[src/rtl/fp32_to_int32_seq.sv]
// rtl/fp32_to_int32_seq.sv - sequential FP32 to signed int32 converter, truncating toward zero
module fp32_to_int32_seq #(
    parameter bit SAT_EN = 1'b1
) (
    input  logic        clk,
    input  logic        reset,
    input  logic        in_valid,
    output logic        in_ready,
    input  logic [31:0] in_data,
    output logic        out_valid,
    input  logic        out_ready,
    output logic [31:0] out_data,
    output logic        out_ovf
);

    localparam logic [1:0] ST_IDLE  = 2'd0;
    localparam logic [1:0] ST_SHIFT = 2'd1;
    localparam logic [1:0] ST_OUT   = 2'd2;

    localparam logic [7:0]  EXP_ONE   = 8'd127;
    localparam logic [7:0]  EXP_ALIGN = 8'd150;  // k == 23: mantissa already integer-aligned
    localparam logic [7:0]  EXP_OVF   = 8'd158;
    localparam logic [31:0] INT_MIN   = 32'h8000_0000;
    localparam logic [31:0] INT_MAX   = 32'h7FFF_FFFF;
    localparam logic [31:0] FP_INT_MIN = 32'hCF00_0000;

    logic [1:0]  state;
    logic [31:0] mag;
    logic [4:0]  cnt;
    logic        dir_left;
    logic        sign;

    logic        in_sign;
    logic [7:0]  in_exp;
    logic [22:0] in_mant;
    logic [7:0]  left_amt;
    logic [7:0]  right_amt;

    always_comb begin
        in_sign   = in_data[31];
        in_exp    = in_data[30:23];
        in_mant   = in_data[22:0];
        left_amt  = in_exp - EXP_ALIGN;
        right_amt = EXP_ALIGN - in_exp;
        in_ready  = (state == ST_IDLE);
        out_valid = (state == ST_OUT);
    end

    always_ff @(posedge clk or posedge reset) begin
        if (reset) begin
            state    <= ST_IDLE;
            mag      <= 32'd0;
            cnt      <= 5'd0;
            dir_left <= 1'b0;
            sign     <= 1'b0;
            out_data <= 32'd0;
            out_ovf  <= 1'b0;
        end else begin
            case (state)
                ST_IDLE: begin
                    if (in_valid) begin
                        if (in_exp < EXP_ONE) begin
                            out_data <= 32'd0;
                            out_ovf  <= 1'b0;
                            state    <= ST_OUT;
                        end else if (in_exp >= EXP_OVF) begin
                            // -2^31 is the only |x| >= 2^31 that still fits
                            if (in_data == FP_INT_MIN) begin
                                out_data <= INT_MIN;
                                out_ovf  <= 1'b0;
                            end else begin
                                out_data <= (!in_sign && SAT_EN) ? INT_MAX : INT_MIN;
                                out_ovf  <= 1'b1;
                            end
                            state <= ST_OUT;
                        end else begin
                            mag  <= {8'b0, 1'b1, in_mant};
                            sign <= in_sign;
                            if (in_exp >= EXP_ALIGN) begin
                                dir_left <= 1'b1;
                                cnt      <= left_amt[4:0];
                            end else begin
                                dir_left <= 1'b0;
                                cnt      <= right_amt[4:0];
                            end
                            state <= ST_SHIFT;
                        end
                    end
                end
                ST_SHIFT: begin
                    if (cnt != 5'd0) begin
                        mag <= dir_left ? {mag[30:0], 1'b0} : {1'b0, mag[31:1]};
                        cnt <= cnt - 5'd1;
                    end else begin
                        out_data <= sign ? (32'd0 - mag) : mag;
                        out_ovf  <= 1'b0;
                        state    <= ST_OUT;
                    end
                end
                ST_OUT: begin
                    if (out_ready) begin
                        state <= ST_IDLE;
                    end
                end
                default: begin
                    state    <= ST_IDLE;
                    mag      <= 32'd0;
                    cnt      <= 5'd0;
                    out_data <= 32'd0;
                    out_ovf  <= 1'b0;
                end
            endcase
        end
    end

endmodule

[config.mk]
export PLATFORM = sky130hd
export DESIGN_NAME = fp32_to_int32_seq
export DESIGN_NICKNAME = d
export VERILOG_FILES = /design/src/rtl/fp32_to_int32_seq.sv
export SDC_FILE = /design/constraint.sdc
export NUM_CORES = 1
export LEC_CHECK = 0
export CAP_MARGIN = 20
export CORE_MARGIN = 4
export CORE_UTILIZATION = 50
export CTS_CLUSTER_SIZE = 30
export DETAILED_ROUTE_END_ITERATION = 10
export GPL_ROUTABILITY_DRIVEN = 0
export PLACE_DENSITY_LB_ADDON = 0.05
export SLEW_MARGIN = 20
export SYNTH_ARGS = -nofsm -noshare
export SYNTH_HDL_FRONTEND = slang
export SYNTH_SLANG_ARGS = --single-unit
[constraint.sdc]
create_clock -name clk -period 4.1 [get_ports clk]
set_input_delay 0.82 -clock clk [delete_from_list [all_inputs] [get_ports clk]]
set_output_delay 0.82 -clock clk [all_outputs]
set_load 0.02 [all_outputs]
==> changes_impl.md, run 1 <==
### Implementation results

* WL met1 at 6.262 mm
* Seq pwr share at 34.0%
* CP cell instances: clkdlybuf4s50_1, ha_1, nand3_1, o32ai_1, a21oi_2, or2_1, buf_4, o31ai_1
* Max stage delay on crit path at 640 ps
* Critical R2R Launch: cnt[0]$_DFFE_PP0P_
* First-pass GRT wire length at 22.25 mm
* Clock buffer count at 11
* Synth top cell by count: dfrtp_1
* Worst Path Required at 4350 ps
* Worst-path clk slew at 80 ps
* Final Setup Violations at 0
* Post-synth top cells: dfrtp_1 (74), o21ai_0 (70), nand2_1 (45)
* Total power at 4.080 mW
* Simple-Gate Area Share at 14.79%
* Comb area leader: AND-OR/OR-AND gates
* Height of the die at 107.7 um
* CP max-delay cell: o32ai_1
* Register share after synthesis at 37.22%
* Antenna cells at 0
* Clock group at 0.644 mW
* Post-synth mux share at 8.149%
* Largest net degree at the start of global routing at 62
* Seq cells at 74
* Worst-case reg-to-reg path depth at 8
* Multi-In Gates at 410
* Post-DP HPWL at 9.486 mm
* DR pass1 iterations at 5
* Worst-case hold slack at 479.1 ps
* Syn nets at 598
* Worst setup endpoint: mag[13]$_DFFE_PP0P_
* Post-Syn Instances at 554
* Vias per cell at 6.081
* Commonest Layout Cell: dfrtp_1
* Dpl cells at 714
* Post-Layout Cell Count at 730
* Xor/xnor share at 4.401%
* Outcome: finished clean
* Core area at 9729 um^2
* Family with the most delay on the worst path: AND-OR/OR-AND gates
* Bufs w/o clock at 84
* Met3 Usage GRT at 3.299%
* Cell Area, Synth at 4975 um^2
* Fraction of registers with async set/reset at 100.0%
* Vias in the first global route at 4322
* Critical Path Stages at 8
* Cell type with the largest total area: dfrtp_1
* Tapcell count at 133
* Synth Area in Adders at 2.012%
* Post-synth EDFFs at 0
* Worst Hold Class: reg -> reg
* Signal inverters at 13
* Yosys stat area at 4975 um^2
* Data buffer area share at 13.61%
* Total CTS buffers at 9
* Area leader share at 37.22%
* Met2 wire length at 6.118 mm
* Layout fillers at 875
* Max-slew headroom at 40.88%
* Hold EP: out_data[4]$_DFFE_PP0P_
* # nets final at 636
* Area Overhead vs Synth at 19.01%
* CTS tree: built
* Unrepaired setup endpoints after global routing: false
* Met3 wire length at 691 um
* P_sw at 1.772 mW
* Most frequent cells in the layout: dfrtp_1 (73), o21ai_0 (70), clkdlybuf4s50_1 (70), nand2_1 (45), o31ai_1 (41)
* DR iter-0 viols at 257
* Gate power share at 50.2%
* Yosys warnings at 0
* Logic share of the area at 47.76%
* DP Worst Slack at 575.0 ps
* Pwr dens at 689.1 nW/um^2
* Worst clock skew at 16.17 ps
* Hold-fix buffers at CTS at 0
* Startpoint types: input port
* Grt ovf at 0
* Post-route ant nets at 0
* Leakage at 2.331 nW
* DR DRC count at 0
* Top class by area: combinational gates
* Critical path buffers and inverters at 2
* Minimum clock period at 3221 ps
* Dpl cell area at 5702 um^2
* Top FF cell, synth: dfrtp_1
* Cells in synth_stat.txt at 554
* Max power group: combinational cells
* Fmax at 310.5 MHz
* # H-tree levels at 3
* Largest regs: mag: 32 flops, out_data: 32 flops, cnt: 5 flops
* Internal Power at 2.308 mW
* Max-Cap Viols at 0
* AO/OA Area Share at 27.41%
* Hold depth at 2
* Fin. Hold Viols at 0
* ClkCell Share at 3.698%
* Avg Inst Size Synth at 8.980 um^2
* Die width at 107.7 um
* Clock Latency Late Sink at 360 ps
* Combinational power at 2.05 mW
* Worst-margin pin slew at 874.4 ps
* Layout cell share with drive strength beyond 1 at 9.548%
* #FFs+latches synth at 74
* Top cells by area: dfrtp_1 (37%), mux2i_1 (7.2%), o21ai_0 (7.0%)
* Setup TNS at 0 ps
* Capturing point of the worst reg2reg path: out_data[30]$_DFFE_PP0P_
* Critical path capture point type: register
* Port Buffer Count at 70
* Post-route cell area at 5921 um^2
* Setup CP Type: in -> reg
* Final Cycle Share at 78.55%
* CTS-repair resized insts at 0
* Clk root buf: clkbuf_8
* Crit path DAT at 3470 ps
* FP Core Util at 51.13%
* I/O pin count at 71
* Distinct cells, synth at 55
* Total tool warning count at 30
* CP max FO at 13
* CP startpoint: in_data[24]
* Flop share of the area at 31.30%
* Clk sinks at 74
* Uppermost layer routed: met4
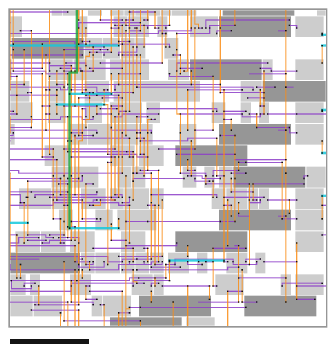
run_1/zoom.png
Bar = 10 um. Region (61, 7) to (101, 47) um. Cells in gray, sequential cells in the stronger gray; small squares are vias.
layer	color
met3	cyan
met4	green
met2	orange
met1	purple
sequential cells in the window	12
most frequent	clkdlybuf4s50_1 (13), nand2_1 (12), dfrtp_1 (12)
cells with their middle in the window	101
netlist names of flops here include	out_data (11), mag (1)

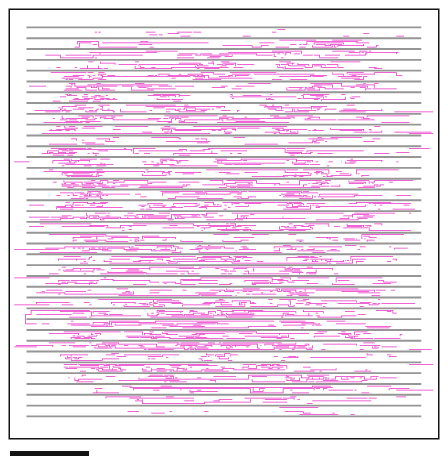
run_1/met1.png
Bar = 20 um. Supply wires on this layer in gray.
wire length on this layer	6260 um
share of all routed wire	47%
main direction	horizontal
drt total wl: 13.39 mm
vias: 4439
met1 usage: 33.75%

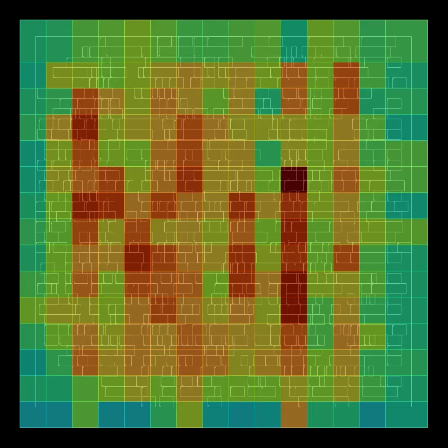
run_1/final_congestion.png
GRT busiest layer: met2
Core Util, Final: 60.85%
met2 Usage GRT: 37.39%
GRT Overall Usage: 24.02%
WL per Instance: 18.34 um

run_1/gate_families.png
Bar = 20 um.
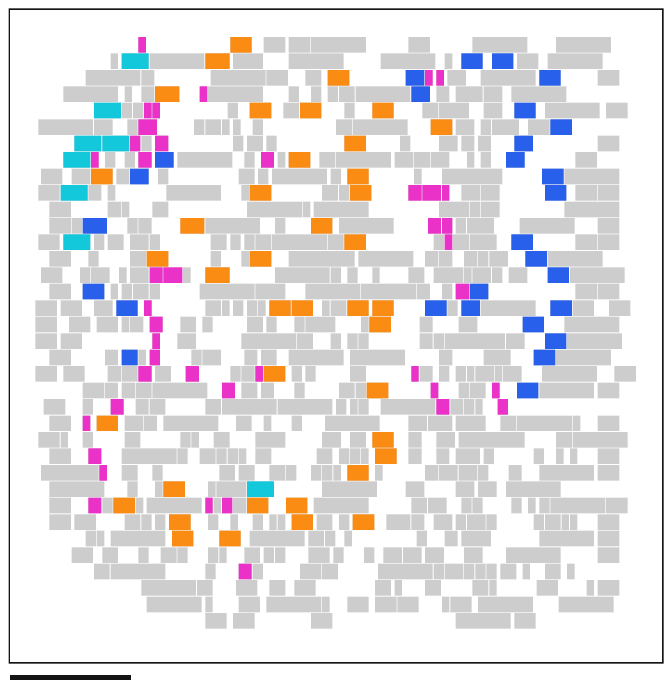

==> run 1 -> run 2 <==
clock period = 2.8 ns   (was 4.1 ns; I/O delays follow)
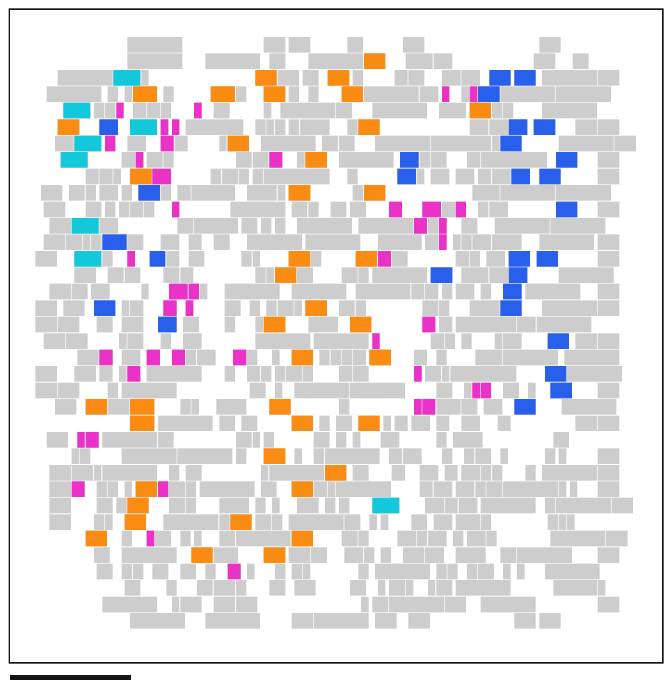
run_2/gate_families.png
Bar = 20 um.
family	color	cells	most used
AND-OR and OR-AND gates	blue	28	a221o_1
multiplexers	orange	40	mux2i_1
NOR gates	magenta	42	nor2_1
adder and majority cells	cyan	8	ha_1
Post-Layout Cell Count: 752
Commonest Layout Cell: dfrtp_1
logic share of the area: 45.98%

==> run 2 against run 1 <==
First-iteration DRC count is 32% higher. Non-clock buffer count is 22 higher. Worst setup slack worse by 690 ps. Cell area is 3.9% higher. Critical path depth is 1 lower. Combinational power is 61% higher. Highest routed layer unchanged.
==> changes_impl.md, run 2 <==
### Implementation results

* Hold-fix buffers at CTS at 0 (unchanged)
* Leakage at 2.471 nW (+6.0%)
* Layout fillers at 875 (unchanged)
* Xor/xnor share at 4.401% (unchanged)
* Avg Inst Size Synth at 8.980 um^2 (unchanged)
* GRT busiest layer: met2
* P_sw at 2.646 mW (+49%)
* Hold EP: out_data[1]$_DFFE_PP0P_
* Fin. Hold Viols at 0 (unchanged)
* Dpl cells at 736 (+3.1%)
* Register share after synthesis at 37.22% (unchanged)
* GRT Overall Usage at 24.68% (+0.66 points)
* Antenna cells at 0 (unchanged)
* Crit path DAT at 2840 ps (-630 ps)
* Family with the most delay on the worst path: simple AND/OR/NAND/NOR gates
* Cell type with the largest total area: dfrtp_1
* Top cells by area: dfrtp_1 (37%), mux2i_1 (7.2%), o21ai_0 (7.0%)
* Post-route cell area at 6150 um^2 (+3.9%)
* Gate power share at 53.1% (+2.9 points)
* Signal inverters at 13 (unchanged)
* Worst clock skew at 13.07 ps (-3.101 ps)
* Data buffer area share at 16.60% (+3.0 points)
* Flop share of the area at 30.13% (-1.2 points)
* WL met1 at 6.386 mm (+2.0%)
* Minimum clock period at 2611 ps
* Worst-case hold slack at 480.8 ps (+1.659 ps)
* Drt total wl at 13.76 mm (+2.7%)
* Bufs w/o clock at 106 (+26%)
* AO/OA Area Share at 27.41% (unchanged)
* Vias in the first global route at 4437 (+2.7%)
* Seq cells at 74 (unchanged)
* Clk sinks at 74 (unchanged)
* Port Buffer Count at 70 (unchanged)
* Clk root buf: clkbuf_8
* Top FF cell, synth: dfrtp_1
* Max-slew headroom at 60.11% (+19 points)
* Layout cell share with drive strength beyond 1 at 12.76% (+3.2 points)
* CP max FO at 6 (-7)
* CP startpoint: mag[0]$_DFFE_PP0P_
* Seq pwr share at 30.9% (-3.1 points)
* Distinct cells, synth at 55 (unchanged)
* CTS tree: built
* Core Util, Final at 63.21% (+2.4 points)
* Yosys warnings at 0 (unchanged)
* Largest net degree at the start of global routing at 55 (-11%)
* Uppermost layer routed: met4
* Met3 wire length at 737 um (+6.7%)
* Total power at 6.227 mW (+53%)
* Clock group at 0.998 mW (+55%)
* Clock Latency Late Sink at 360 ps (about the same)
* Cell Area, Synth at 4975 um^2 (unchanged)
* I/O pin count at 71 (unchanged)
* Worst Path Required at 3030 ps (-1320 ps)
* ClkCell Share at 3.784% (+0.086 points)
* CP cell instances: inv_1, ha_1, or3b_2, or4_4, o41ai_4, xnor2_1, a221o_1
* DR iter-0 viols at 340 (+32%)
* Startpoint types: register
* Post-synth top cells: dfrtp_1 (74), o21ai_0 (70), nand2_1 (45)
* # nets final at 658 (+3.5%)
* DR pass1 iterations at 5 (unchanged)
* Setup CP Type: reg -> reg
* DP Worst Slack at -96.09 ps (-671.1 ps)
* Synth Area in Adders at 2.012% (unchanged)
* Capturing point of the worst reg2reg path: out_data[28]$_DFFE_PP0P_
* Syn nets at 598 (unchanged)
* Tapcell count at 133 (unchanged)
* Clock buffer count at 10 (-1)
* Cells in synth_stat.txt at 554 (unchanged)
* Critical path capture point type: register
* Outcome: finished clean
* Hold depth at 2 (unchanged)
* Setup TNS at 0 ps (unchanged)
* Yosys stat area at 4975 um^2 (unchanged)
* Worst-case reg-to-reg path depth at 7 (-1)
* Die width at 107.7 um (unchanged)
* Vias at 4558 (+2.7%)
* Post-synth mux share at 8.149% (unchanged)
* Met2 Usage GRT at 39.12% (+1.7 points)
* Fraction of registers with async set/reset at 100.0% (unchanged)
* Max-Cap Viols at 0 (unchanged)
* Final Setup Violations at 0 (unchanged)
* Post-route ant nets at 0 (unchanged)
* Worst Hold Class: reg -> reg
* Area leader share at 37.22% (unchanged)
* Fmax at 382.9 MHz
* Worst-margin pin slew at 597.4 ps (-277.0 ps)
* DR DRC count at 0 (unchanged)
* Area Overhead vs Synth at 23.62%
* Critical path buffers and inverters at 1 (-1)
* Total tool warning count at 30 (unchanged)
* Total CTS buffers at 9 (unchanged)
* Core area at 9729 um^2 (unchanged)
* Comb area leader: AND-OR/OR-AND gates
* Worst setup endpoint: out_data[28]$_DFFE_PP0P_
* CTS-repair resized insts at 0 (unchanged)
* Met2 wire length at 6.348 mm (+3.8%)
* Vias per cell at 6.061 (-0.32%)
* Pwr dens at 1013 nW/um^2 (+47%)
* Largest regs: mag: 32 flops, out_data: 32 flops, cnt: 5 flops
* Dpl cell area at 5917 um^2 (+3.8%)
* CP max-delay cell: or4_4
* Grt ovf at 0 (unchanged)
* Multi-In Gates at 410 (unchanged)
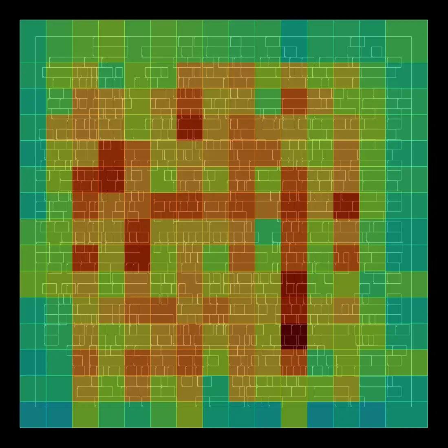
run_2/final_congestion.png
WL per Instance: 18.29 um
met3 Usage GRT: 2.999%

No activity file was given, so power comes from the tool's default toggle rates.
